==> src/rtl/serial_adder.sv <==
// Multi-cycle adder/subtractor: DIGIT bits per clock through one ripple slice with a registered carry.
// Define SERIAL_ADDER_OVF_EN to add the registered signed-overflow output overflow_out.
module serial_adder #(
   parameter int WIDTH = 8,
   parameter int DIGIT = 1
) (
   input  logic             clock,
   input  logic             reset,
   input  logic             start,
   input  logic             sub_in,
   input  logic [WIDTH-1:0] a_in,
   input  logic [WIDTH-1:0] b_in,
   input  logic             c_in,
   output logic [WIDTH-1:0] sum_out,
   output logic             carry_out,
   output logic             busy,
   output logic             done
`ifdef SERIAL_ADDER_OVF_EN
   ,
   output logic             overflow_out
`endif
);

   localparam int N     = WIDTH / DIGIT;
   localparam int CNT_W = $clog2(N) + 1;

   typedef enum logic [1:0] {
      IDLE,
      RUN,
      DONE
   } state_t;

   state_t             state_q, state_d;
   logic [WIDTH-1:0]   a_q, a_d;
   logic [WIDTH-1:0]   b_q, b_d;
   logic               carry_q, carry_d;
   logic [CNT_W-1:0]   cnt_q, cnt_d;
   logic [WIDTH-1:0]   res_q, res_d;
   logic [WIDTH-1:0]   sum_q, sum_d;
   logic               carry_out_q, carry_out_d;

   logic [DIGIT-1:0]   slice_sum;
   logic [DIGIT:0]     slice_c;
   logic [WIDTH-1:0]   res_next;
   logic               last_digit;

`ifdef SERIAL_ADDER_OVF_EN
   logic               ovf_q, ovf_d;
`endif

   // One DIGIT-bit ripple slice fed from the low end of the operand shifters.
   always_comb begin
      slice_sum  = '0;
      slice_c    = '0;
      slice_c[0] = carry_q;
      for (int i = 0; i < DIGIT; i++) begin
         slice_sum[i]   = a_q[i] ^ b_q[i] ^ slice_c[i];
         slice_c[i + 1] = (a_q[i] & b_q[i]) | (slice_c[i] & (a_q[i] ^ b_q[i]));
      end
   end

   assign res_next   = (res_q >> DIGIT) | (WIDTH'(slice_sum) << (WIDTH - DIGIT));
   assign last_digit = (cnt_q == CNT_W'(N - 1));

   always_comb begin
      state_d     = state_q;
      a_d         = a_q;
      b_d         = b_q;
      carry_d     = carry_q;
      cnt_d       = cnt_q;
      res_d       = res_q;
      sum_d       = sum_q;
      carry_out_d = carry_out_q;
`ifdef SERIAL_ADDER_OVF_EN
      ovf_d       = ovf_q;
`endif
      unique case (state_q)
         IDLE, DONE: begin
            state_d = IDLE;
            if (start) begin
               // Subtract is A + ~B + ~borrow, so the slice only ever adds.
               state_d = RUN;
               a_d     = a_in;
               b_d     = sub_in ? ~b_in : b_in;
               carry_d = sub_in ? ~c_in : c_in;
               cnt_d   = '0;
               res_d   = '0;
            end
         end
         RUN: begin
            a_d     = a_q >> DIGIT;
            b_d     = b_q >> DIGIT;
            carry_d = slice_c[DIGIT];
            res_d   = res_next;
            cnt_d   = cnt_q + CNT_W'(1);
            if (last_digit) begin
               state_d     = DONE;
               sum_d       = res_next;
               carry_out_d = slice_c[DIGIT];
`ifdef SERIAL_ADDER_OVF_EN
               ovf_d       = slice_c[DIGIT - 1] ^ slice_c[DIGIT];
`endif
            end
         end
         default: state_d = IDLE;
      endcase
   end

   always_ff @(posedge clock) begin
      if (reset) begin
         state_q     <= IDLE;
         a_q         <= '0;
         b_q         <= '0;
         carry_q     <= 1'b0;
         cnt_q       <= '0;
         res_q       <= '0;
         sum_q       <= '0;
         carry_out_q <= 1'b0;
      end else begin
         state_q     <= state_d;
         a_q         <= a_d;
         b_q         <= b_d;
         carry_q     <= carry_d;
         cnt_q       <= cnt_d;
         res_q       <= res_d;
         sum_q       <= sum_d;
         carry_out_q <= carry_out_d;
      end
   end

`ifdef SERIAL_ADDER_OVF_EN
   always_ff @(posedge clock) begin
      if (reset) begin
         ovf_q <= 1'b0;
      end else begin
         ovf_q <= ovf_d;
      end
   end

   assign overflow_out = ovf_q;
`endif

   assign sum_out   = sum_q;
   assign carry_out = carry_out_q;
   assign busy      = (state_q == RUN);
   assign done      = (state_q == DONE);

endmodule

==> config.mk <==
export PLATFORM = sky130hd
export DESIGN_NAME = serial_adder
export DESIGN_NICKNAME = d
export VERILOG_FILES = /design/src/rtl/serial_adder.sv
export SDC_FILE = /design/constraint.sdc
export NUM_CORES = 1
export LEC_CHECK = 0
export CAP_MARGIN = 20
export CORE_ASPECT_RATIO = 2
export CORE_MARGIN = 2
export CORE_UTILIZATION = 50
export CTS_CLUSTER_SIZE = 8
export DETAILED_ROUTE_END_ITERATION = 8
export GPL_ROUTABILITY_DRIVEN = 0
export GPL_TIMING_DRIVEN = 0
export PLACE_DENSITY = 0.76
export SYNTH_ARGS = -nofsm -noshare
export SYNTH_HDL_FRONTEND = slang
export SYNTH_SLANG_ARGS = --single-unit
==> constraint.sdc <==
create_clock -name clock -period 1.45 [get_ports clock]
set_input_delay 0.145 -clock clock [delete_from_list [all_inputs] [get_ports clock]]
set_output_delay 0.145 -clock clock [all_outputs]
set_load 0.05 [all_outputs]
### Cell placement

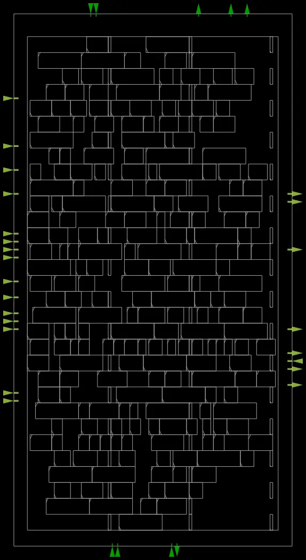
row count: 31
Fill cells: 323
Tap Count: 49
sequential cell count: 39
final non-filler cell total: 277

### Port wiring

The bar under the picture is 10 um long.
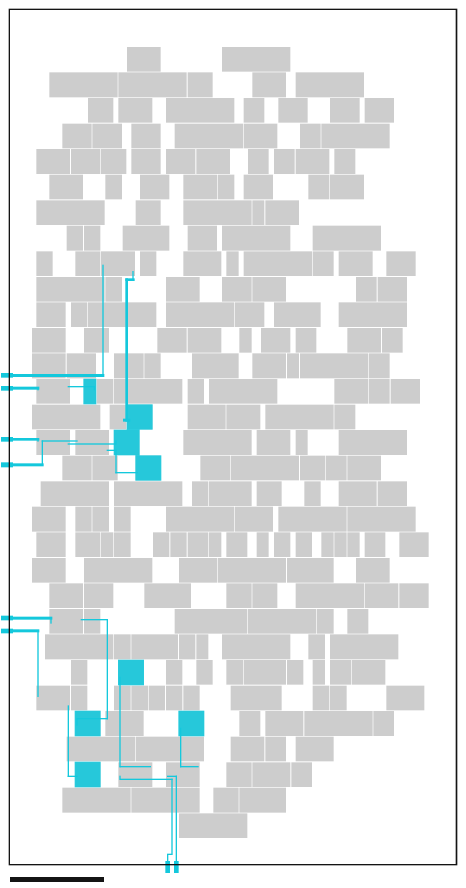
port	color	bits	direction	end cells	buffers	wire
a_in	cyan	8	input	8	8	150 um

### Supply network

The bar under the picture is 10 um long. Pins as bars on the die edge. Tap cells in gray.
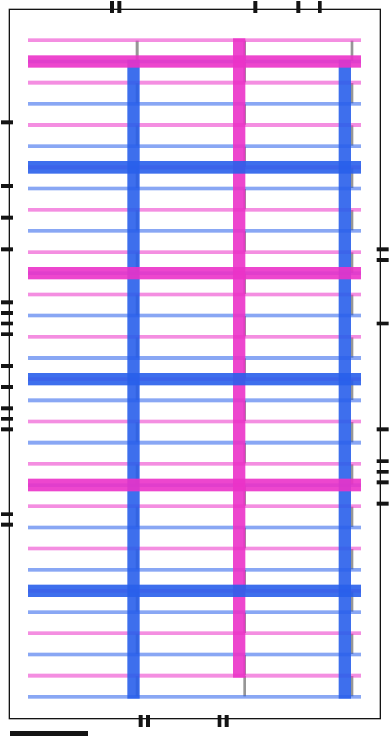
net	color
VDD	magenta
VSS	blue
met4 straps	3
tap cells	49
met1 rails	32

-- worst max-delay path by stage --
stage	to	slack (ns)	depth (start not counted)
after floorplan	carry_out	0.25	4
after global placement	busy	-0.28	4
after detailed placement	busy	-0.33	4
after CTS	busy	0.008	4
after global routing	sum_out[3]	0.01	5
final	busy	0.1	4
-- metal layers --
metal  vias up  part of all wire
met5         -                 0
met4         0             0.038
met3        15             0.036
met2        39              0.58
met1       722              0.35
li1        737                 -
-- power breakdown --
part | internal (mW) | switching [mW]
Combinational | 0.178 | 0.196
Sequential | 1.11 | 0.0310
Clock | 0.373 | 0.369
Total | 1.67 | 0.596
-- cells in the mapped netlist, types with 2 or more instances --
library cell   n  area, um2
dfxtp_1       39        781
nand2b_1      20        125
a21oi_1       17       85.1
nand3_1       16       80.1
a22oi_1       15        113
a21oi_2       11       96.3
nand2_1       10       37.5
nand3_2       10        100
mux2i_1        9       90.1
xor2_1         9       78.8
buf_2          5       25.0
buf_6          5       56.3
buf_12         2       40.0
buf_4          2       15.0
clkbuf_1       2       7.51
nor2_1         2       7.51
-- logic make-up (layout without fill, tap and decap cells) --
logic type | Yosys count | after routing
buffers and inverters | 17 | 56
AND-OR/OR-AND | 44 | 44
flip-flops | 39 | 39
AND/OR/NAND/NOR | 66 | 67
adder cells (fa/ha/maj) | 2 | 2
multiplexers | 11 | 11
XOR/XNOR | 9 | 9
-- per-stage QoR --
step                utilization  setup slack [ns]
floorplan                     -             0.249
global placement          0.624            -0.283
detailed placement        0.624            -0.332
CTS                       0.645           0.00773
global route              0.655            0.0141
finish                    0.655            0.0996
-- timing repair --
item / CTS / global route
hold endpoints to repair: 0 / 0
gates cloned: 0 / 1
setup buffers: 0 / 2
setup endpoints to repair: 11 / 10
pin swaps: 0 / 1
resized: 19 / 2
-- layout make-up --
| class | count | area (um2) |
|---|---|---|
| fill | 323 | 1250 |
| multi-input combinational | 133 | 970 |
| sequential | 39 | 782 |
| timing repair buffer | 32 | 307 |
| buffer | 16 | 148 |
| clock buffer | 6 | 82.6 |
| tap | 49 | 61.3 |
| inverter | 1 | 6.26 |
| clock inverter | 1 | 5.00 |
-- registers in the layout, indices dropped and copies added, names as in the netlist --
name,flops
b_q,8
sum_out,8
a_q,8
carry_q,1
state_q,2
cnt_q,4
carry_out,1
res_q,7
-- worst max-delay path, stage by stage, from the launching register on --
cell and delay [ns]:
dfxtp_1 0.31, nand2b_4 0.16, inv_4 0.12, buf_6 0.16
buf_6 0.16
==> flow_metrics.py <==
# Flow results
metrics = {
    "sta": {
        "hold_viol_final": 0,
        "hold_slack_ns": 0.370,
        "fin_crit_sh": 0.931,
        "clock_skew_ns": 0.00774,
        "maxSlewViolCount": 0,
        "rsz0062_at_grt": "no",
    },
    "setup_path": {
        "startpoint": "state_q[1]",
        "ff2ff_path_depth": 5,
        "worstPathRequired_ns": 1.31,
        "critical_path.max_fanout": 10,
    },
    "yosys": {
        "ys_cells": 188,
        "edf_count": 0,
        "topCombFamilyByArea": "simple AND/OR/NAND/NOR gates",
        "synth-area-yosys_mm2": 0.00189,
        "syn_inst": 188,
        "synth_area_mm2": 0.00189,
        "ys.flops": 39,
    },
    "cts": {
        "postCtsHoldBufs": 0,
        "clk_latency_ns": 0.29,
        "cts_buffer_depth": 2,
        "cts.sinks": 39,
    },
    "global_routing": {
        "grt_overflow": 0,
        "grt_usage": 0.210,
        "use_met2": 0.368,
        "met1_usage": 0.203,
    },
    "layout": {
        "layout_top_cells": "38 x dfxtp_1, 20 x nand2b_1, 19 x clkdlybuf4s50_1, 17 x a21oi_1, 16 x nand3_1",
        "syn_to_final_growth_pct": 25.0,
        "fin_nets": 251,
        "final_common_cell": "dfxtp_1",
    },
    "route": {
        "drt.antenna.violating_nets": 0,
        "dr.pass1.iters": 4,
        "vias_per_cell": 5.46,
        "via_count": 1513,
        "routed_wl_mm": 4.01,
        "drc": 0,
        "wl_per_cell_um": 14.5,
    },
    "die": {
        "dieArea_mm2": 0.00432,
    },
    "pwr": {
        "total_power_mw": 2.26,
        "p_leak_nw": 0.873,
    },
    "place": {
        "port_buffers": 30,
        "placed_cells": 267,
    },
    "min_path": {
        "hp-start": "sub_in",
    },
    "outcome": {
        "status": "finished, final reports clean",
    },
    "job": {
        "log.warning_count": 26,
    },
}
Power and IR drop assume default switching activity.
